<file path="config.mk">
export PLATFORM = sky130hd
export DESIGN_NAME = burst_cache_fsm
export DESIGN_NICKNAME = d
export VERILOG_FILES = /design/src/rtl/burst_cache_fsm_pkg.sv /design/src/rtl/burst_cache_fsm_beat_counter.sv /design/src/rtl/burst_cache_fsm.sv
export SDC_FILE = /design/constraint.sdc
export NUM_CORES = 1
export LEC_CHECK = 0
export CAP_MARGIN = 20
export CORE_ASPECT_RATIO = 1.1
export CORE_MARGIN = 2
export CORE_UTILIZATION = 46
export DETAILED_ROUTE_END_ITERATION = 16
export HOLD_SLACK_MARGIN = 0.06
export PLACE_DENSITY = 0.9
export SYNTH_ARGS = -nofsm -noshare
export SYNTH_HDL_FRONTEND = slang
export SYNTH_SLANG_ARGS = --single-unit
</file>
<file path="constraint.sdc">
create_clock -name clk -period 2.5 [get_ports clk]
set_input_delay 0.5 -clock clk [delete_from_list [all_inputs] [get_ports clk]]
set_output_delay 0.5 -clock clk [all_outputs]
set_load 0.02 [all_outputs]
</file>
<file path="src/rtl/burst_cache_fsm_pkg.sv">
// Shared cache-controller types: request opcodes and the burst controller state set.
// Also provides the beat index width rule used by the controller and its beat counter.
package cache_types;

  typedef enum logic [1:0] {
    CACHE_OP_NONE,
    CACHE_OP_READ,
    CACHE_OP_WRITE
  } cache_op_t;

  typedef enum logic [2:0] {
    IDLE,
    CHECK,
    WRITEBACK,
    FETCH,
    FILL_WAIT,
    WRITE_AROUND
  } burst_ctrl_state_t;

  // A single-beat line still needs a one-bit index.
  function automatic int beat_width(input int beats);
    return (beats > 1) ? $clog2(beats) : 1;
  endfunction

endpackage

</file>
<file path="src/rtl/burst_cache_fsm_beat_counter.sv">
// Beat index counter for DFP line bursts: wraps to zero after the last beat.
// Also exposes a last-beat flag.
module beat_counter #(
  parameter int BURST_BEATS = 4,
  parameter int BW          = 2
) (
  input  logic          clk,
  input  logic          rst,
  input  logic          clear,
  input  logic          inc,
  output logic [BW-1:0] count,
  output logic          last
);

  logic [BW-1:0] count_reg;

  assign count = count_reg;
  assign last  = (count_reg == BW'(BURST_BEATS - 1));

  always_ff @(posedge clk) begin
    if (rst || clear) begin
      count_reg <= '0;
    end else if (inc) begin
      count_reg <= last ? '0 : count_reg + 1'b1;
    end
  end

endmodule

</file>
<file path="src/rtl/burst_cache_fsm.sv">
// Burst cache controller: hit check, dirty-line writeback, line fill and optional write-around.
// Also keeps saturating hit/miss performance counters.
module burst_cache_fsm
  import cache_types::*;
#(
  parameter int WAYS        = 8,
  parameter int BURST_BEATS = 4,
  parameter int WRITE_ALLOC = 1,
  parameter int CNT_W       = 16,
  localparam int BW         = beat_width(BURST_BEATS)
) (
  input  logic             clk,
  input  logic             rst,
  input  logic             cache_read_request,
  input  logic             cache_write_request,
  input  logic             cache_hit,
  input  logic [WAYS-1:0]  hit_way,
  input  logic [WAYS-1:0]  victim_way,
  input  logic             dirty,
  input  logic             dfp_resp,
  output logic             ufp_resp,
  output logic             dfp_read,
  output logic             dfp_write,
  output logic             dfp_write_around,
  output logic [BW-1:0]    beat_idx,
  output logic [WAYS-1:0]  tag_csb0,
  output logic [WAYS-1:0]  data_csb0,
  output logic [WAYS-1:0]  valid_csb0,
  output logic             write_from_mem,
  output logic             write_from_cpu,
  output logic             idle,
  output logic [CNT_W-1:0] hit_cnt,
  output logic [CNT_W-1:0] miss_cnt
);

  burst_ctrl_state_t state_reg, state_next;
  logic [WAYS-1:0]   victim_reg;
  logic              refill_reg;
  logic [CNT_W-1:0]  hit_cnt_reg, miss_cnt_reg;
  logic [WAYS-1:0]   csb;
  logic              beat_inc, beat_clear, beat_last;

  beat_counter #(
    .BURST_BEATS (BURST_BEATS),
    .BW          (BW)
  ) u_beat_counter (
    .clk   (clk),
    .rst   (rst),
    .clear (beat_clear),
    .inc   (beat_inc),
    .count (beat_idx),
    .last  (beat_last)
  );

  assign tag_csb0   = csb;
  assign data_csb0  = csb;
  assign valid_csb0 = csb;
  assign idle       = (state_reg == IDLE);
  assign hit_cnt    = hit_cnt_reg;
  assign miss_cnt   = miss_cnt_reg;

  always_ff @(posedge clk) begin
    if (rst) begin
      state_reg <= IDLE;
    end else begin
      state_reg <= state_next;
    end
  end

  always_comb begin
    state_next       = state_reg;
    ufp_resp         = 1'b0;
    dfp_read         = 1'b0;
    dfp_write        = 1'b0;
    dfp_write_around = 1'b0;
    write_from_mem   = 1'b0;
    write_from_cpu   = 1'b0;
    csb              = '1;
    beat_inc         = 1'b0;
    beat_clear       = 1'b0;
    // Outputs stay quiet during reset even if the state register is mid-burst.
    if (!rst) begin
      case (state_reg)
        IDLE: begin
          beat_clear = 1'b1;
          if (cache_read_request || cache_write_request) begin
            csb        = '0;
            state_next = CHECK;
          end
        end
        CHECK: begin
          if (cache_hit) begin
            ufp_resp       = 1'b1;
            write_from_cpu = cache_write_request;
            csb            = ~hit_way;
            state_next     = IDLE;
          end else if ((WRITE_ALLOC == 0) && cache_write_request) begin
            state_next = WRITE_AROUND;
          end else if (dirty) begin
            state_next = WRITEBACK;
          end else begin
            state_next = FETCH;
          end
        end
        WRITEBACK: begin
          dfp_write = 1'b1;
          csb       = ~victim_reg;
          if (dfp_resp) begin
            beat_inc = 1'b1;
            if (beat_last) state_next = FETCH;
          end
        end
        FETCH: begin
          dfp_read = 1'b1;
          if (dfp_resp) begin
            write_from_mem = 1'b1;
            csb            = ~victim_reg;
            beat_inc       = 1'b1;
            if (beat_last) state_next = FILL_WAIT;
          end
        end
        FILL_WAIT: begin
          csb        = '0;
          state_next = CHECK;
        end
        WRITE_AROUND: begin
          dfp_write_around = 1'b1;
          if (dfp_resp) begin
            ufp_resp   = 1'b1;
            state_next = IDLE;
          end
        end
        default: state_next = IDLE;
      endcase
    end
  end

  // refill_reg marks the re-CHECK after a fill so a request is counted as a miss only once.
  always_ff @(posedge clk) begin
    if (rst) begin
      victim_reg   <= '0;
      refill_reg   <= 1'b0;
      hit_cnt_reg  <= '0;
      miss_cnt_reg <= '0;
    end else begin
      if (state_reg == FILL_WAIT) begin
        refill_reg <= 1'b1;
      end else if (state_reg == IDLE) begin
        refill_reg <= 1'b0;
      end
      if (state_reg == CHECK) begin
        if (cache_hit) begin
          if (hit_cnt_reg != {CNT_W{1'b1}}) hit_cnt_reg <= hit_cnt_reg + 1'b1;
        end else begin
          victim_reg <= victim_way;
          if (!refill_reg && (miss_cnt_reg != {CNT_W{1'b1}})) begin
            miss_cnt_reg <= miss_cnt_reg + 1'b1;
          end
        end
      end
    end
  end

endmodule

</file>
Fig. 1: run 1, metal 1
Drawn at 6 px/um.
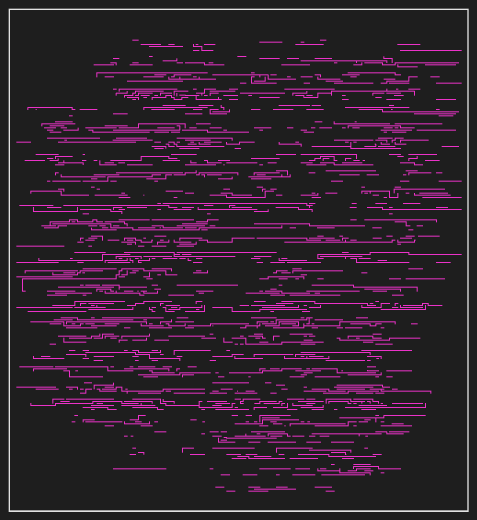
main direction = horizontal
wire length on this layer = 3,200 um
share of all routed wire = 43%
nets with wire on the layer = 399

Fig. 2: run 1, close-up of the layout
Region (7, 50) to (32, 75) um. Cells in grey, sequential cells in the stronger grey; small squares are vias.
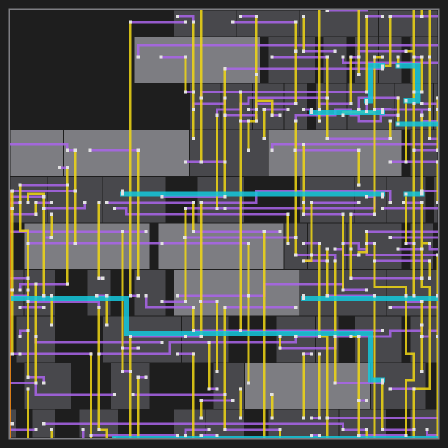
metal 3 -> cyan
metal 2 -> yellow
metal 4 -> orange
metal 1 -> purple
netlist names of flops here include = miss_cnt (3), u_beat_counter.count (2)
sequential cells in the window = 7
most frequent = nor2_1 (6), dfxtp_1 (6), buf_4 (6)
cells with their middle in the window = 57

Fig. 3: run 1, congestion heat map
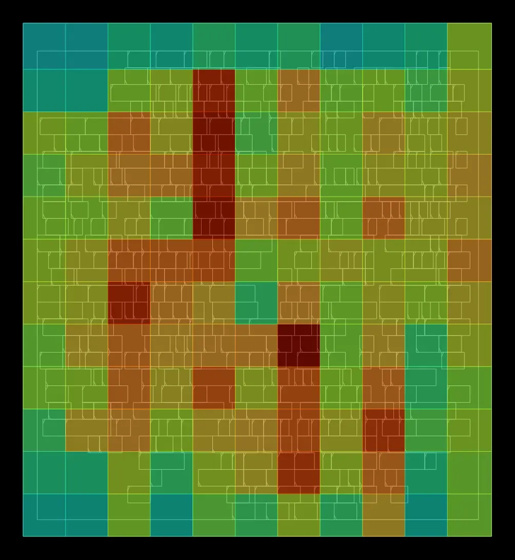
final core utilization: 66.14%
GR Util met1: 28.60%
DR WL/cell: 14.67 um

==> flow_metrics.tcl, run 1 <==
# flow metrics
set metrics [dict create \
    postRouteAntennaNets 0 \
    run_status "finished, final reports clean" \
    synthTopCellsByArea "sky130_fd_sc_hd__dfxtp_1 35%, sky130_fd_sc_hd__a21oi_1 8.9%, sky130_fd_sc_hd__nand2_1 5.0%, sky130_fd_sc_hd__buf_4 4.6%, sky130_fd_sc_hd__or4_1 4.6%" \
    dpl.hpwl_mm 5.227 \
    synthSimpleGateAreaFrac_pct 30.83 \
    synth_adder_area_share_pct 1.423 \
    hold_slack_ns 0.4643 \
    num-fill-cells 492 \
    pwr.group.clock_w 0.000489 \
    period_used_pct 98.92 \
    use_met3_pct 4.565 \
    synth_cells 339 \
    totalWireLength_mm 7.380 \
    synth_top_cell_by_area "sky130_fd_sc_hd__dfxtp_1" \
    route.vias.total 2901 \
    max_slew_violation_count 0 \
    nNonClkInverters 11 \
    critPathKind "in2out" \
    design.seq.count 46 \
    post_route_cells_drive_above_1_share_pct 15.89 \
    internal_power_contribution_w 0.001096 \
    placed_cells 495 \
    clk_pin_slew_worst_paths_ns 0.09 \
    initial_antenna_violation_count 0 \
]
==> run 1: placed cells by master (no fill, tap or decap), drive strengths merged, types with 3 or more instances in the layout <==
master | synthesis | layout
a21oi | 47 | 47
and4 | 4 | 4
buf | 18 | 34
clkbuf | 17 | 23
clkdlybuf4s50 | 0 | 58
dfxtp | 46 | 46
ha | 3 | 3
inv | 11 | 12
mux2 | 3 | 3
mux2i | 3 | 3
nand2 | 35 | 35
nand2b | 7 | 7
nand3 | 12 | 12
nand4 | 9 | 9
nor2 | 19 | 19
nor2b | 6 | 6
nor3 | 7 | 7
nor4 | 7 | 7
o21ai | 13 | 13
o21bai | 8 | 8
o31ai | 15 | 15
or3 | 12 | 12
or4 | 16 | 16
Fig. 4: run 1, cells coloured by class
Drawn at 4 px/um.
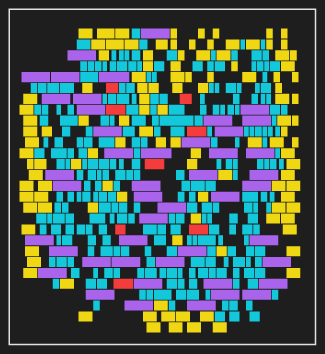

## Run 2: what changed since run 1
--- a/config.mk
+++ b/config.mk
@@ -8,10 +8,12 @@
 export CAP_MARGIN = 20
 export CORE_ASPECT_RATIO = 1.1
 export CORE_MARGIN = 2
-export CORE_UTILIZATION = 46
+export CORE_UTILIZATION = 57
 export DETAILED_ROUTE_END_ITERATION = 16
+export DONT_BUFFER_PORTS = 1
 export HOLD_SLACK_MARGIN = 0.06
-export PLACE_DENSITY = 0.9
+export PLACE_DENSITY = 0.82
+export SLEW_MARGIN = 40
 export SYNTH_ARGS = -nofsm -noshare
 export SYNTH_HDL_FRONTEND = slang
 export SYNTH_SLANG_ARGS = --single-unit
Fig. 5: run 2, cells coloured by class
Drawn at 4 px/um.
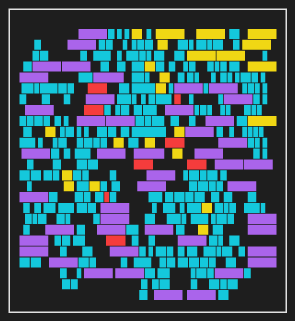
clock drivers and dummy loads -> red  # cells 8, share of their area 3.2%
combinational and other logic -> cyan  # cells 258, share of their area 54%
sequential cells -> purple  # cells 46, share of their area 33%
remaining buffers and delay cells -> yellow  # cells 23, share of their area 9.7%
fraction of standard cell area that is sequential: 31.92%
Core Area: 4379 um^2
post-route design area: 2893 um^2

Fig. 6: run 2, close-up of the layout
Region (5, 44) to (30, 69) um. Cells in grey, sequential cells in the stronger grey; small squares are vias.
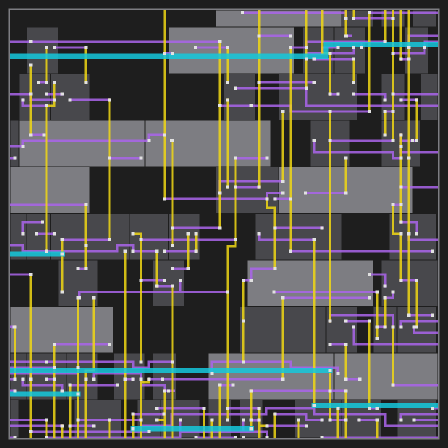
metal 3 -> cyan
metal 2 -> yellow
metal 1 -> purple
sequential cells in the window = 9
cells with their middle in the window = 47
netlist names of flops here include = miss_cnt (5), state_reg (2)
most frequent = dfxtp_1 (8), a21oi_1 (5)

==> run 2 against run 1 <==
  * First-iteration DRC count fell by 20%
  * Combinational power shrank 19%
  * Clock power fell by 7.4%
  * Via count is 15% lower
  * Critical path depth down 2
  * Sequential share of layout area up 6.4 points
  * Die area down 18%
  * Hold slack got worse by 0.19 ns
  * Sequential power increased by 0.9%
  * Final cell count is 23% lower
  * Largest cell class unchanged
  * Highest routed layer unchanged
==> flow_metrics.tcl, run 2 <==
# flow metrics
set metrics [dict create \
    insertedDiodeCount 0 \
    synthSimpleGateAreaFrac_pct 30.83 \
    internal_power_contribution_w 0.001088 \
    dpl.hpwl_mm 4.263 \
    synthesized_nets 365 \
    synth_cells 339 \
    power.net_switching_w 0.0004171 \
    hold_slack_ns 0.2781 \
    mostFrequentLayoutCell "sky130_fd_sc_hd__a21oi_1" \
    use_met3_pct 7.976 \
    critPathKind "reg2out" \
    fin_tns_setup_ns 0 \
    run_status "finished, final reports clean" \
    clk_pin_slew_worst_paths_ns 0.08 \
    remaining_drc_errors 0 \
    vdd_ir_drop_max_mv 0.2890 \
    relSlewSlack_pct 68.47 \
    nNonClkInverters 11 \
    most-common-layout-cells "47 x sky130_fd_sc_hd__a21oi_1, 44 x sky130_fd_sc_hd__dfxtp_1, 35 x sky130_fd_sc_hd__nand2_1" \
    flip_flops_with_a_built_in_enable 0 \
    drtPass1Iterations 4 \
    final-seq-area_um2 923.4 \
    num-fill-cells 394 \
    placed_cells 381 \
    route.vias.total 2462 \
    synthTopCellsByArea "sky130_fd_sc_hd__dfxtp_1 35%, sky130_fd_sc_hd__a21oi_1 8.9%, sky130_fd_sc_hd__nand2_1 5.0%, sky130_fd_sc_hd__buf_4 4.6%, sky130_fd_sc_hd__or4_1 4.6%" \
    post_cts_buffers 0 \
    global_route.usage.met1_pct 24.54 \
    yosysCellCount 339 \
    synth_adder_area_share_pct 1.423 \
    design.seq.count 46 \
    wire_per_inst_um 15.25 \
    max_slew_violation_count 0 \
    critPathCaptureType "output pin" \
    portion_of_the_layout_cell_area_used_by_non_clock_buffers_pct 9.429 \
    synth.mux.area_fraction_pct 2.419 \
    initial_antenna_violation_count 0 \
    postRouteAntennaNets 0 \
    totalWireLength_mm 5.932 \
    ys_top_cells_by_count "47 x sky130_fd_sc_hd__a21oi_1, 46 x sky130_fd_sc_hd__dfxtp_1, 35 x sky130_fd_sc_hd__nand2_1" \
    placement_setup_slack_ns 0.1091 \
    met1Wirelength_mm 2.448 \
    logic_area_um2 1496 \
    postLayoutCoreUtil_pct 66.06 \
    period_used_pct 95.04 \
    netlist_area_um2 2638 \
    pwr.group.clock_w 0.000453 \
    synth_top_cell_by_area "sky130_fd_sc_hd__dfxtp_1" \
    post_route_cells_drive_above_1_share_pct 11.64 \
]
## run 2: netlist changes by cell type in the layout (fill, tap and decap cells not counted), moves of 2 or more
cell,delta
sky130_fd_sc_hd__clkdlybuf4s50_1,-58
sky130_fd_sc_hd__clkdlybuf4s15_1,-2
sky130_fd_sc_hd__buf_4,-14
sky130_fd_sc_hd__dlygate4sd2_1,-2
sky130_fd_sc_hd__dlymetal6s2s_1,-2
sky130_fd_sc_hd__buf_2,-5
sky130_fd_sc_hd__clkbuf_2,-18
sky130_fd_sc_hd__buf_12,+8
## run 2: worst reg2reg max path, delay by kind of cell (launching register included)
kind / cells / cell delay, ns
compound gates: 1 / 0.15
flops: 1 / 0.56
simple gates: 3 / 1.42
Power is estimated from default activity; no workload was simulated.
